### src/rtl/seg7_pkg.sv
// seg7_pkg: shared 7-segment types and hex decode table
package seg7_pkg;
  typedef logic [0:6] seg_t;
  localparam seg_t SEG_BLANK = 7'b0000000;
  localparam seg_t HEX_SEG [16] = '{
    7'b1111110, 7'b0110000, 7'b1101101, 7'b1111001,
    7'b0110011, 7'b1011011, 7'b1011111, 7'b1110000,
    7'b1111111, 7'b1111011, 7'b1110111, 7'b0011111,
    7'b1001110, 7'b0111101, 7'b1001111, 7'b1000111
  };
endpackage

### src/rtl/hex7seg_decoder.sv
// hex7seg_decoder: combinational hex nibble to a..g segment decode
module hex7seg_decoder
  import seg7_pkg::*;
(
  input  logic [3:0] nib,
  output logic [0:6] seg
);
  assign seg = HEX_SEG[nib];
endmodule

### src/rtl/hex_display_scanner.sv
// hex_display_scanner: multiplexed NDIG-digit 7-segment driver with
// leading-zero blanking and per-digit blink
module hex_display_scanner #(
  parameter int NDIG        = 4,
  parameter int PRESCALE    = 50000,
  parameter int BLINK_SCANS = 250
) (
  input  logic              clk,
  input  logic              reset,
  input  logic [4*NDIG-1:0] value,
  input  logic              load,
  input  logic              lz_en,
  input  logic [NDIG-1:0]   blink_mask,
  output logic [0:6]        seg,
  output logic [NDIG-1:0]   dig_en
);
  import seg7_pkg::*;
  localparam int PW = PRESCALE > 1 ? $clog2(PRESCALE) : 1;
  localparam int IW = NDIG > 1 ? $clog2(NDIG) : 1;
  localparam int SW = BLINK_SCANS > 1 ? $clog2(BLINK_SCANS) : 1;
  logic [PW-1:0]     pre_q, pre_d;
  logic [IW-1:0]     idx_q, idx_d;
  logic [SW-1:0]     scan_q, scan_d;
  logic [4*NDIG-1:0] shadow_q, shadow_d;
  logic              phase_q, phase_d;
  seg_t              seg_q, seg_d;
  logic [NDIG-1:0]   dig_q, dig_d;
  logic [3:0]        nib;
  seg_t              dec;
  logic              tick, last, wrap, hi_zero, blank;
  hex7seg_decoder u_dec (.nib(nib), .seg(dec));
  always_comb begin
    tick = pre_q == PW'(PRESCALE - 1);
    last = idx_q == IW'(NDIG - 1);
    wrap = tick && last && scan_q == SW'(BLINK_SCANS - 1);
    nib = shadow_q[4*idx_q +: 4];
    hi_zero = 1'b1;
    for (int j = 0; j < NDIG; j++)
      if (j >= int'(idx_q) && shadow_q[4*j +: 4] != 4'h0) hi_zero = 1'b0;
    blank = (lz_en && hi_zero && idx_q != '0) || (phase_q && blink_mask[idx_q]);
    pre_d = tick ? '0 : pre_q + 1'b1;
    idx_d = tick ? (last ? '0 : idx_q + 1'b1) : idx_q;
    shadow_d = load ? value : shadow_q;
    scan_d = wrap ? '0 : (tick && last) ? scan_q + 1'b1 : scan_q;
    phase_d = phase_q ^ wrap;
    seg_d = tick ? (blank ? SEG_BLANK : dec) : seg_q;
    dig_d = tick ? NDIG'(1) << idx_q : dig_q;
  end
  always_ff @(posedge clk or posedge reset) begin
    if (reset) begin
      pre_q    <= '0;
      idx_q    <= '0;
      scan_q   <= '0;
      shadow_q <= '0;
      phase_q  <= 1'b0;
      seg_q    <= SEG_BLANK;
      dig_q    <= '0;
    end else begin
      pre_q    <= pre_d;
      idx_q    <= idx_d;
      scan_q   <= scan_d;
      shadow_q <= shadow_d;
      phase_q  <= phase_d;
      seg_q    <= seg_d;
      dig_q    <= dig_d;
    end
  end
  assign seg    = seg_q;
  assign dig_en = dig_q;
endmodule

### config.mk
export PLATFORM = sky130hd
export DESIGN_NAME = hex_display_scanner
export DESIGN_NICKNAME = d
export VERILOG_FILES = /design/src/rtl/seg7_pkg.sv /design/src/rtl/hex7seg_decoder.sv /design/src/rtl/hex_display_scanner.sv
export SDC_FILE = /design/constraint.sdc
export NUM_CORES = 1
export LEC_CHECK = 0
export CORE_MARGIN = 2
export CORE_UTILIZATION = 50
export CTS_BUF_LIST = sky130_fd_sc_hd__clkbuf_4 sky130_fd_sc_hd__clkbuf_8
export CTS_CLUSTER_DIAMETER = 150
export DETAILED_ROUTE_END_ITERATION = 16
export GPL_TIMING_DRIVEN = 0
export PLACE_DENSITY = 0.72
export SLEW_MARGIN = 20
export SYNTH_ARGS = -nofsm -noshare
export SYNTH_HDL_FRONTEND = slang
export SYNTH_SLANG_ARGS = --single-unit
### constraint.sdc
create_clock -name clk -period 2.3 [get_ports clk]
set_clock_uncertainty 0.1 [all_clocks]
set_input_delay 0.46 -clock clk [delete_from_list [all_inputs] [get_ports clk]]
set_output_delay 0.46 -clock clk [all_outputs]
set_load 0.01 [all_outputs]
Figure 1. Local utilization (run 1).
8 x 8 tiles, from white (low) to dark blue (high), 0 to 100% covered.
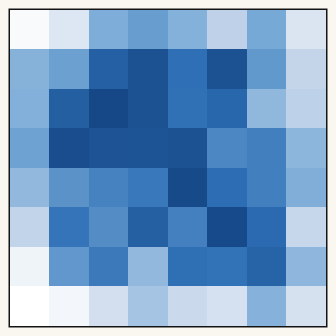
fullest tile	90%
emptiest ninth of the die	bottom left
nearly empty tiles	1.6%
tiles over 75% full	27%

Figure 2. Clock distribution (run 1).
The bar under the picture is 20 µm long.
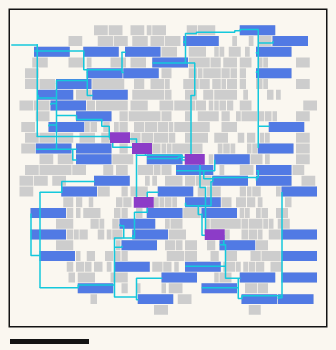
[clock-net drivers] purple | count: 5
[clock wires] cyan | length: 624 µm
[flip-flops] blue | count: 54
routed clock nets	6
flops lie	spread over the die
Clock group: 528 µW
Insertion Delay late pin: 0.30 ns
Clk pwr share: 29.7%

==> impl_metrics.py, run 1 <==
# Generated from Yosys and OpenROAD reports
metrics = {
    "setup_path": {
        "slowest_stage": "mux4_2",
        "worstPathArrival_ns": 2.41,
        "path_buffers": 2,
        "reg2reg_slack_ns": -0.03,
        "cp-start-kind": "flop",
        "crit_type": "reg2reg",
        "critPathMaxStageDelay_ns": 0.56,
        "crit_family": "multiplexers",
        "crit_chain": "buf_6 -> mux4_2 -> inv_4 -> ha_4 -> nor2_1 -> nand3_1 -> o31ai_4 -> o41ai_2 -> mux2i_1",
    },
    "floorplanning": {
        "fp_util_pct": 52.0,
        "row_count": 27,
        "core-area_mm2": 0.00554,
        "fp.dieH_um": 79.9,
        "chipArea_mm2": 0.00638,
    },
    "yosys": {
        "syn_avg_cell_area_um2": 10.6,
        "synthFlopType": "dfrtp_1",
        "async_flop_share_pct": 100,
        "synth_cell_types": 43,
        "synth_nets": 309,
        "ys_seq_share_pct": 46.9,
        "synth_area_mm2": 0.00288,
        "top_cell_area_share_pct": 46.9,
    },
    "clock_network": {
        "cts.sinks": 54,
        "h-tree-depth": 2,
        "holdBufCountCts": 0,
        "cts_buffer_depth": 2,
    },
    "final_layout": {
        "syn2layout_area_growth_pct": 24.8,
        "n_antenna_cell": 0,
        "final_cell_mix": "dfrtp_1 (53), nand2_1 (35), clkdlybuf4s50_1 (33)",
        "utilization_pct": 64.9,
    },
    "sta": {
        "final-setup-viol-count": 2,
        "finalCritPeriodShare_pct": 101,
        "finalHoldViolCount": 0,
        "setup_slack_ns": -0.0258,
        "tightest_slew_ns": 0.778,
        "relSlewSlack_pct": 47.7,
    },
    "run_status": {
        "violations": "negative setup slack",
        "outcome": "finished, violations left",
    },
    "grt": {
        "overflow": 0,
        "grt_util_all_layers_pct": 19.3,
    },
    "routing": {
        "wirelength_um": 5930,
        "vias": 2169,
        "first_pass_iters": 4,
        "drc_errors": 0,
    },
    "run": {
        "warnings": 38,
    },
    "power": {
        "pwr_density_cell_mw_per_mm2": 495,
    },
}
Figure 3. Cell outlines without signal wires (run 1).
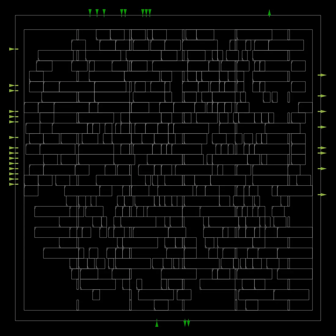
Seq cells: 54
Tap Count: 72
Final Non-Filler Cells: 399

==> run 1: kinds of logic (layout without fill, tap and decap cells) <==
family / Yosys count / after routing / share of synthesized area (%)
AND/OR/NAND/NOR: 103 / 103 / 18.2
flip-flops: 54 / 54 / 46.9
AND-OR/OR-AND: 34 / 34 / 7.78
multiplexers: 30 / 30 / 13.4
buffers and inverters: 20 / 76 / 2.69
XOR/XNOR: 16 / 16 / 4.87
adder cells (fa/ha/maj): 14 / 14 / 6.08
==> run 1: state kept, by name, summed over array words and instances, names as in the netlist <==
signal,count
dig_en,4
shadow_q,16
phase_q,1
seg,7
scan_q,8
idx_q,2
pre_q,16
==> run 1: worst min-delay path: cells and delay by family (launching register included) <==
family | cells | cell delay, ns
AND/OR/NAND/NOR | 2 | 0.09
flip-flops | 1 | 0.35
==> run 1: metal layers <==
layer,track usage (%),vias to the layer above,wire length (µm)
met1,27.8,1048,2780
met3,3.62,2,241
met2,30.8,54,2890
met4,3.73,0,23
li1,-,1065,-
met5,0,-,0
==> run 1: final timing paths <==
check | from | to | cells past startpoint
setup / recovery | idx_q[0]$_DFFE_PP0N_ | seg[0]$_DFFE_PP0N_ | 9
hold / removal | seg[3]$_DFFE_PP0N_ | seg[3]$_DFFE_PP0N_ | 2
min in group asynchronous | reset | pre_q[4]$_DFF_PP0_ | 2
setup reg to reg | idx_q[0]$_DFFE_PP0N_ | seg[0]$_DFFE_PP0N_ | 9
max in group asynchronous | reset | idx_q[1]$_DFFE_PP0N_ | 2
hold reg to reg | seg[3]$_DFFE_PP0N_ | seg[3]$_DFFE_PP0N_ | 2
==> run 1: metrics by stage <==
stage          std cells  cell area (µm²)
5_1_grt              399             3600
4_1_cts              391             3470
2_1_floorplan        271             2880
3_3_place_gp         376             3300
6_report             399             3600
3_5_place_dp         376             3310
==> run 1: layout make-up <==
class                      count  area (µm²)
buffer                         9        48.8
clock buffer                   5        68.8
clock inverter                 3        18.8
fill                         437        1940
inverter                      10        42.5
multi-input combinational    197        1520
sequential                    54        1350
tap                           72        90.1
timing repair buffer          49         454
==> run 1: cells in the mapped netlist (2+ instances only) <==
cell type	number
a31oi_1	2
and3_1	3
and4_1	2
buf_2	2
clkbuf_1	7
dfrtp_1	54
ha_1	14
inv_1	10
mux2_2	19
mux2i_1	6
mux4_2	5
nand2_1	36
nand2b_1	4
nand3_1	13
nand3b_1	2
nand4_1	6
nor2_1	17
nor2b_1	2
nor3_1	7
nor4_1	3
o2111ai_1	2
o21ai_0	10
o21ai_1	7
o311ai_0	2
o31ai_1	3
o31ai_2	2
xnor2_1	9
xor2_1	7
==> run 1: where the power goes <==
part           switching (µW)  internal (µW)
sequential               27.5            977
combinational             110            138
clock                     312            215
==> run 1: what timing repair did <==
item,in CTS,in global routing
gates resized,7,24
pin swaps,1,4
endpoints found under the setup margin,24,23
buffers inserted,7,9
==> run 1 -> run 2 <==
--- a/config.mk
+++ b/config.mk
@@ -12,6 +12,7 @@
 export DETAILED_ROUTE_END_ITERATION = 16
 export GPL_TIMING_DRIVEN = 0
 export PLACE_DENSITY = 0.72
+export SETUP_SLACK_MARGIN = 0.5
 export SLEW_MARGIN = 20
 export SYNTH_ARGS = -nofsm -noshare
 export SYNTH_HDL_FRONTEND = slang
Figure 4. Met3 routing (run 2).
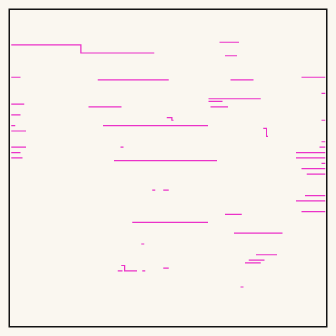
longest straight run	26.2 µm
main direction	horizontal

Figure 5. Cell outlines without signal wires (run 2).
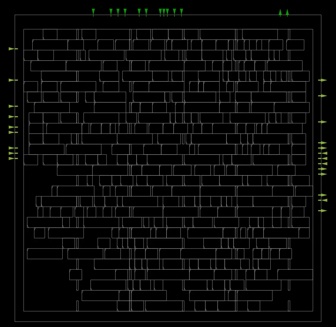
FP Rows: 27
# fillers: 384
core area: 0.00554 mm²

Figure 6. Pin placement (run 2).
Pins as bars across the die edge, other pins in grey.
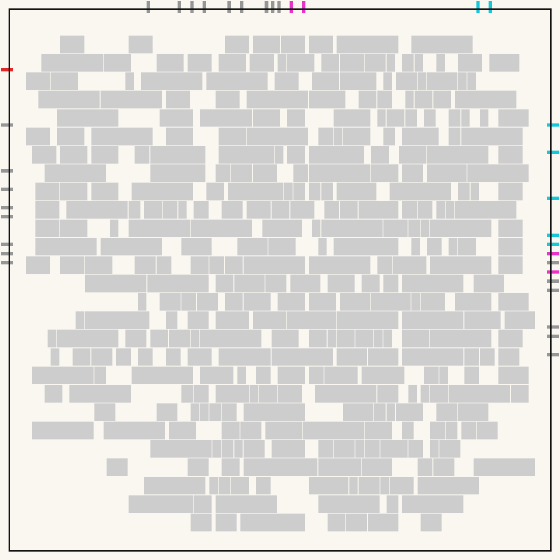
port	colour	pins	direction	edge
blink_mask	magenta	4	input	2 right, 2 top
clk	red	1	input	left
seg	cyan	7	output	5 right, 2 top
all pins by edge	13 right, 13 top, 9 left
chip width: 79.9 µm
port bufs: 33
die height: 79.9 µm

==> run 2 against run 1 <==
Compared with the run above: the flow now finishes without violations; routed wire length is 19% higher; critical path type unchanged; cell area is 14% higher; largest power group unchanged; hold slack better by 0.0067 ns; flip-flop count stayed put; highest routed layer unchanged; count of clock-buffer cells in the layout is 1 higher; cell count is 4.5% higher; register-to-register slack better by 0.13 ns.
==> impl_metrics.py, run 2 <==
# Generated from Yosys and OpenROAD reports
metrics = {
    "run_status": {
        "outcome": "finished, final reports clean",
    },
    "grt": {
        "grt_util_all_layers_pct": 22.4,
        "met1_usage_pct": 30.1,
        "grt_max_degree": 31,
        "grt-busiest-layer": "met2",
        "antenna_found_initial": 0,
        "use_met3_pct": 3.62,
        "grt_pass1_vias": 2305,
        "grt_use_met2_pct": 35.8,
        "grt_pass1_wl_um": 11100,
        "overflow": 0,
    },
    "final_layout": {
        "final_cell_mix": "dfrtp_1 (51), nand2_1 (28), clkdlybuf4s50_1 (26)",
        "drive_gt1_share_pct": 37.7,
        "top_regs": "pre_q: 16 flops, shadow_q: 16 flops, scan_q: 8 flops",
        "syn2layout_area_growth_pct": 42.3,
        "n_antenna_cell": 0,
        "final-seq-area_mm2": 0.00136,
        "layout.area.comb_mm2": 0.00174,
        "final_net_count": 382,
    },
    "sta": {
        "tightest_slew_ns": 0.699,
        "max_freq_ghz": 0.455,
        "relSlewSlack_pct": 53.2,
        "layout_min_cycle_time_ns": 2.20,
        "slew_violations": 0,
        "setup_slack_ns": 0.103,
        "finalCritPeriodShare_pct": 95.5,
        "finalHoldViolCount": 0,
        "final-setup-viol-count": 0,
    },
    "yosys": {
        "synth_warnings": 0,
        "top_cell": "dfrtp_1",
        "synth-xor-area-share_pct": 4.87,
        "synthFlopType": "dfrtp_1",
        "top_cell_area_share_pct": 46.9,
        "top_cells_by_count": "dfrtp_1 (54), nand2_1 (36), mux2_2 (19)",
        "synth_nets": 309,
        "synth_cell_types": 43,
        "logic_family": "simple AND/OR/NAND/NOR gates",
        "mux_share_pct": 13.4,
        "yosys.area_share.aoi_pct": 7.78,
        "syn_avg_cell_area_um2": 10.6,
        "async_flop_share_pct": 100,
        "simple_gate_share_pct": 18.2,
        "adder_share_pct": 6.08,
        "synth_area_mm2": 0.00288,
        "ys_seq_share_pct": 46.9,
        "yosys_area_mm2": 0.00288,
        "largest_area_cell": "dfrtp_1",
    },
    "setup_path": {
        "path_max_fanout": 7,
        "crit_type": "reg2reg",
        "critPathCaptureType": "flop",
        "worstPathArrival_ns": 2.30,
        "cp-start-kind": "flop",
    },
    "routing": {
        "drc_errors": 0,
        "wl_per_cell_um": 16.9,
        "first_pass_iters": 4,
        "ant_nets": 0,
        "vias": 2361,
        "wirelength_um": 7060,
    },
    "clock_network": {
        "holdBufCountCts": 0,
        "h-tree-depth": 2,
        "clock_latency_ns": 0.32,
        "cts_buffer_depth": 2,
        "root_buffer": "clkbuf_8",
        "clk_pin_slew_ns": 0.11,
        "cts.sinks": 54,
    },
    "floorplanning": {
        "fp_util_pct": 52.0,
        "chipArea_mm2": 0.00638,
    },
    "run": {
        "cap_viol_max_count": 0,
        "warnings": 39,
    },
    "power": {
        "pwr_density_cell_mw_per_mm2": 480,
        "leakagePower_uw": 0.00182,
    },
    "hold_path": {
        "hold_class": "reg2reg",
    },
    "placed_design": {
        "place_hpwl_um": 4160,
    },
}
run 2: cell counts after synthesis:
Identical to the previous run, type by type.
run 2: worst paths after layout:
kind	from	end	slack (ns)	cells after the start
worst max-delay path	idx_q[0]$_DFFE_PP0N_	seg[0]$_DFFE_PP0N_	0.10	7
worst min-delay path	seg[2]$_DFFE_PP0N_	seg[2]$_DFFE_PP0N_	0.38	2
worst max register to register	idx_q[0]$_DFFE_PP0N_	seg[0]$_DFFE_PP0N_	0.10	7
worst min register to register	seg[2]$_DFFE_PP0N_	seg[2]$_DFFE_PP0N_	0.38	2
max in group asynchronous	reset	pre_q[4]$_DFF_PP0_	1.06	3
min in group asynchronous	reset	seg[1]$_DFFE_PP0N_	0.49	2
run 2: kinds of logic after synthesis:
kind of cell             after synthesis
multiplexers                          30
buffers and inverters                 20
XOR/XNOR                              16
adder cells (fa/ha/maj)               14
AND-OR/OR-AND                         34
flip-flops                            54
AND/OR/NAND/NOR                      103
run 2: critical path: stages (launching register included):
cell and delay [ns]:
dfrtp_1 0.39, buf_6 0.13, buf_6 0.14, mux4_2 0.61
nand2b_1 0.17, nor2_1 0.07, o41ai_2 0.35, mux2i_1 0.12
run 2: cell type report:
class                   instances  share of cell area, %
multi-input cells             197                   42.4
repair buffers                 66                   16.1
plain buffers                  10                   2.35
inverters                      10                   1.07
clock inverters                 2                  0.916
well taps                      72                   2.20
flip-flops and latches         54                   33.1
clock buffers                   6                   1.86
run 2: metrics by stage:
stage / instance area, µm² / utilization (%) / cells / TNS (ns) / total power (µW)
2_1_floorplan: 2950 / - / 271 / 0 / 1160
3_3_place_gp: 3370 / 60.8 / 376 / -0.554 / 1230
3_5_place_dp: 3390 / 61.2 / 377 / -0.691 / 1240
4_1_cts: 3840 / 69.3 / 408 / 0 / 1930
5_1_grt: 4100 / 74.0 / 417 / 0 / 2040
6_report: 4100 / 74.0 / 417 / 0 / 1970
run 2: per-layer routing:
metal  vias up  wire (µm)  part of all wire [%]
met2        66       3500                    50
met1      1170       3160                    45
li1       1113          -                     -
met4         0        117                   1.7
met3        12        281                   4.0
met5         -          0                     0
run 2: what timing repair did:
| item | 4_1_cts | 5_1_grt |
|---|---|---|
| pin swaps | 24 | 16 |
| cloned | 3 | 0 |
| endpoints found under the hold margin | 0 | 0 |
| gates resized | 44 | 54 |
| setup endpoints to repair | 32 | 37 |
| buffers inserted | 20 | 9 |
run 2: power breakdown:
| part | internal [µW] | leakage [µW] | switching [µW] |
|---|---|---|---|
| registers | 977 | 0.000664 | 28.0 |
| clock network | 337 | 0.0000548 | 328 |
| logic | 163 | 0.00110 | 133 |
==> run 2 -> run 3 <==
--- a/config.mk
+++ b/config.mk
@@ -5,6 +5,7 @@
 export SDC_FILE = /design/constraint.sdc
 export NUM_CORES = 1
 export LEC_CHECK = 0
+export CAP_MARGIN = 20
 export CORE_MARGIN = 2
 export CORE_UTILIZATION = 50
 export CTS_BUF_LIST = sky130_fd_sc_hd__clkbuf_4 sky130_fd_sc_hd__clkbuf_8
Figure 7. Pin placement (run 3).
Pins as bars across the die edge, other pins in grey.
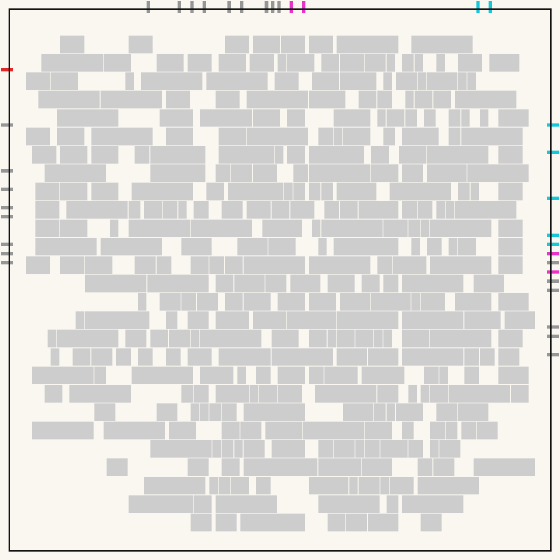
port	colour	pins	direction	edge
blink_mask	magenta	4	input	2 right, 2 top
clk	red	1	input	left
seg	cyan	7	output	5 right, 2 top

Figure 8. Cell outlines without signal wires (run 3).
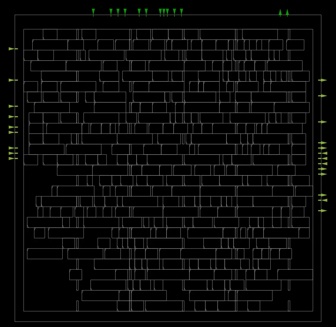
Seq area share: 33.1%
Final Util: 74.0%

==> run 3 against run 2 <==
Compared with the run above: sequential share of layout area is the same; cell count unchanged; largest power group unchanged; power is the same; highest routed layer unchanged.
==> impl_metrics.py, run 3 <==
# Generated from Yosys and OpenROAD reports
metrics = {
    "final_layout": {
        "final_cell_mix": "dfrtp_1 (51), nand2_1 (28), clkdlybuf4s50_1 (26)",
        "fin_area_mm2": 0.00410,
        "n_antenna_cell": 0,
        "top_regs": "pre_q: 16 flops, shadow_q: 16 flops, scan_q: 8 flops",
    },
    "sta": {
        "layout_min_cycle_time_ns": 2.20,
        "final.setup.tns_ns": 0,
        "max_freq_ghz": 0.455,
        "setup_slack_ns": 0.103,
        "finalHoldViolCount": 0,
        "relSlewSlack_pct": 53.2,
    },
    "setup_path": {
        "cp-start-kind": "flop",
        "cp.depth": 7,
        "crit_top_cell": "buf_6",
        "crit_type": "reg2reg",
        "crit_chain": "buf_6 -> buf_6 -> mux4_2 -> nand2b_1 -> nor2_1 -> o41ai_2 -> mux2i_1",
        "r2r_start": "idx_q[0]$_DFFE_PP0N_",
        "reg2reg_slack_ns": 0.10,
    },
    "yosys": {
        "synthFlopType": "dfrtp_1",
        "top_cell_area_share_pct": 46.9,
        "top_cells_by_count": "dfrtp_1 (54), nand2_1 (36), mux2_2 (19)",
        "ys_seq_share_pct": 46.9,
    },
    "routing": {
        "drc_errors": 0,
        "vias": 2361,
    },
    "power": {
        "p_clk_share_pct": 33.9,
        "leakagePower_uw": 0.00182,
        "power_frac_comb_pct": 15.0,
        "p_seq_share_pct": 51.1,
    },
    "floorplanning": {
        "row_count": 27,
        "core-area_mm2": 0.00554,
        "fp.dieH_um": 79.9,
    },
    "placed_design": {
        "place_hpwl_um": 4160,
        "io_buffers": 33,
    },
    "run": {
        "cap_viol_max_count": 0,
    },
    "clock_network": {
        "clock_latency_ns": 0.32,
        "clk_pin_slew_ns": 0.11,
        "holdBufCountCts": 0,
        "cts.sinks": 54,
    },
    "grt": {
        "grt_max_degree": 31,
    },
    "run_status": {
        "outcome": "finished, final reports clean",
    },
}
Figure 9. Local utilization (run 3).
8 x 8 tiles, from white (low) to dark blue (high), 0 to 100% covered.
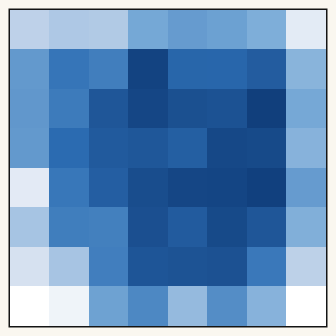
densest ninth of the die	middle
fullest tile	94%
nearly empty tiles	3.1%
Starting Density: 52.0%

-- run 3: metrics by stage --
step | utilization (%) | total power [µW] | hold slack (ns)
after global routing | 74.0 | 2040 | 0.404
after CTS | 69.3 | 1930 | 0.385
after floorplan | - | 1160 | 0.346
final | 74.0 | 1970 | 0.378
after detailed placement | 61.2 | 1240 | 0.355
after global placement | 60.8 | 1230 | 0.352
-- run 3: worst min-delay path by stage --
stage,from,endpoint,slack (ns),cells after the start
6_report,seg[2]$_DFFE_PP0N_,seg[2]$_DFFE_PP0N_,0.38,2
5_1_grt,seg[3]$_DFFE_PP0N_,seg[3]$_DFFE_PP0N_,0.40,2
4_1_cts,seg[4]$_DFFE_PP0N_,seg[4]$_DFFE_PP0N_,0.38,2
3_5_place_dp,seg[3]$_DFFE_PP0N_,seg[3]$_DFFE_PP0N_,0.36,2
3_3_place_gp,seg[3]$_DFFE_PP0N_,seg[3]$_DFFE_PP0N_,0.35,2
2_1_floorplan,phase_q$_DFF_PP0_,phase_q$_DFF_PP0_,0.35,1
-- run 3: timing repair --
action	4_1_cts	5_1_grt
buffers inserted	20	9
resized	44	54
setup endpoints to repair	32	37
gates cloned	3	0
pin swaps	24	16
-- run 3: cells by family (layout without fill, tap and decap cells) --
logic type | Yosys count | after routing | synth area share (%)
multiplexers | 30 | 30 | 13.4
buffers and inverters | 20 | 94 | 2.69
adder cells (fa/ha/maj) | 14 | 14 | 6.08
AND/OR/NAND/NOR | 103 | 103 | 18.2
XOR/XNOR | 16 | 16 | 4.87
AND-OR/OR-AND | 34 | 34 | 7.78
flip-flops | 54 | 54 | 46.9
-- run 3: layout make-up --
cell class | count | area, µm²
tap | 72 | 90.1
timing repair buffer | 66 | 661
multi-input combinational | 197 | 1740
clock buffer | 6 | 76.3
buffer | 10 | 96.3
inverter | 10 | 43.8
sequential | 54 | 1360
clock inverter | 2 | 37.5
fill | 384 | 1440
-- run 3: tightest hold or removal path, delay by kind of cell (launching register included) --
kind,cells,cell delay [ns]
flip-flops,1,0.36
AND/OR/NAND/NOR,2,0.10
-- run 3: per-layer routing --
| metal | global-route usage (%) | up-vias | part of all wire [%] |
|---|---|---|---|
| met2 | 35.8 | 66 | 50 |
| met4 | 9.66 | 0 | 1.7 |
| li1 | - | 1113 | - |
| met1 | 30.1 | 1170 | 45 |
| met5 | 0 | - | 0 |
| met3 | 3.62 | 12 | 4.0 |
-- run 3: power by group through the flow --
stage	registers (µW)	logic (µW)	clock network, µW
6_report	1000	296	666
5_1_grt	1010	320	713
4_1_cts	1000	258	672
3_5_place_dp	1020	216	0
3_3_place_gp	1020	206	0
2_1_floorplan	1010	144	0
No activity file was given, so power comes from the tool's default toggle rates.
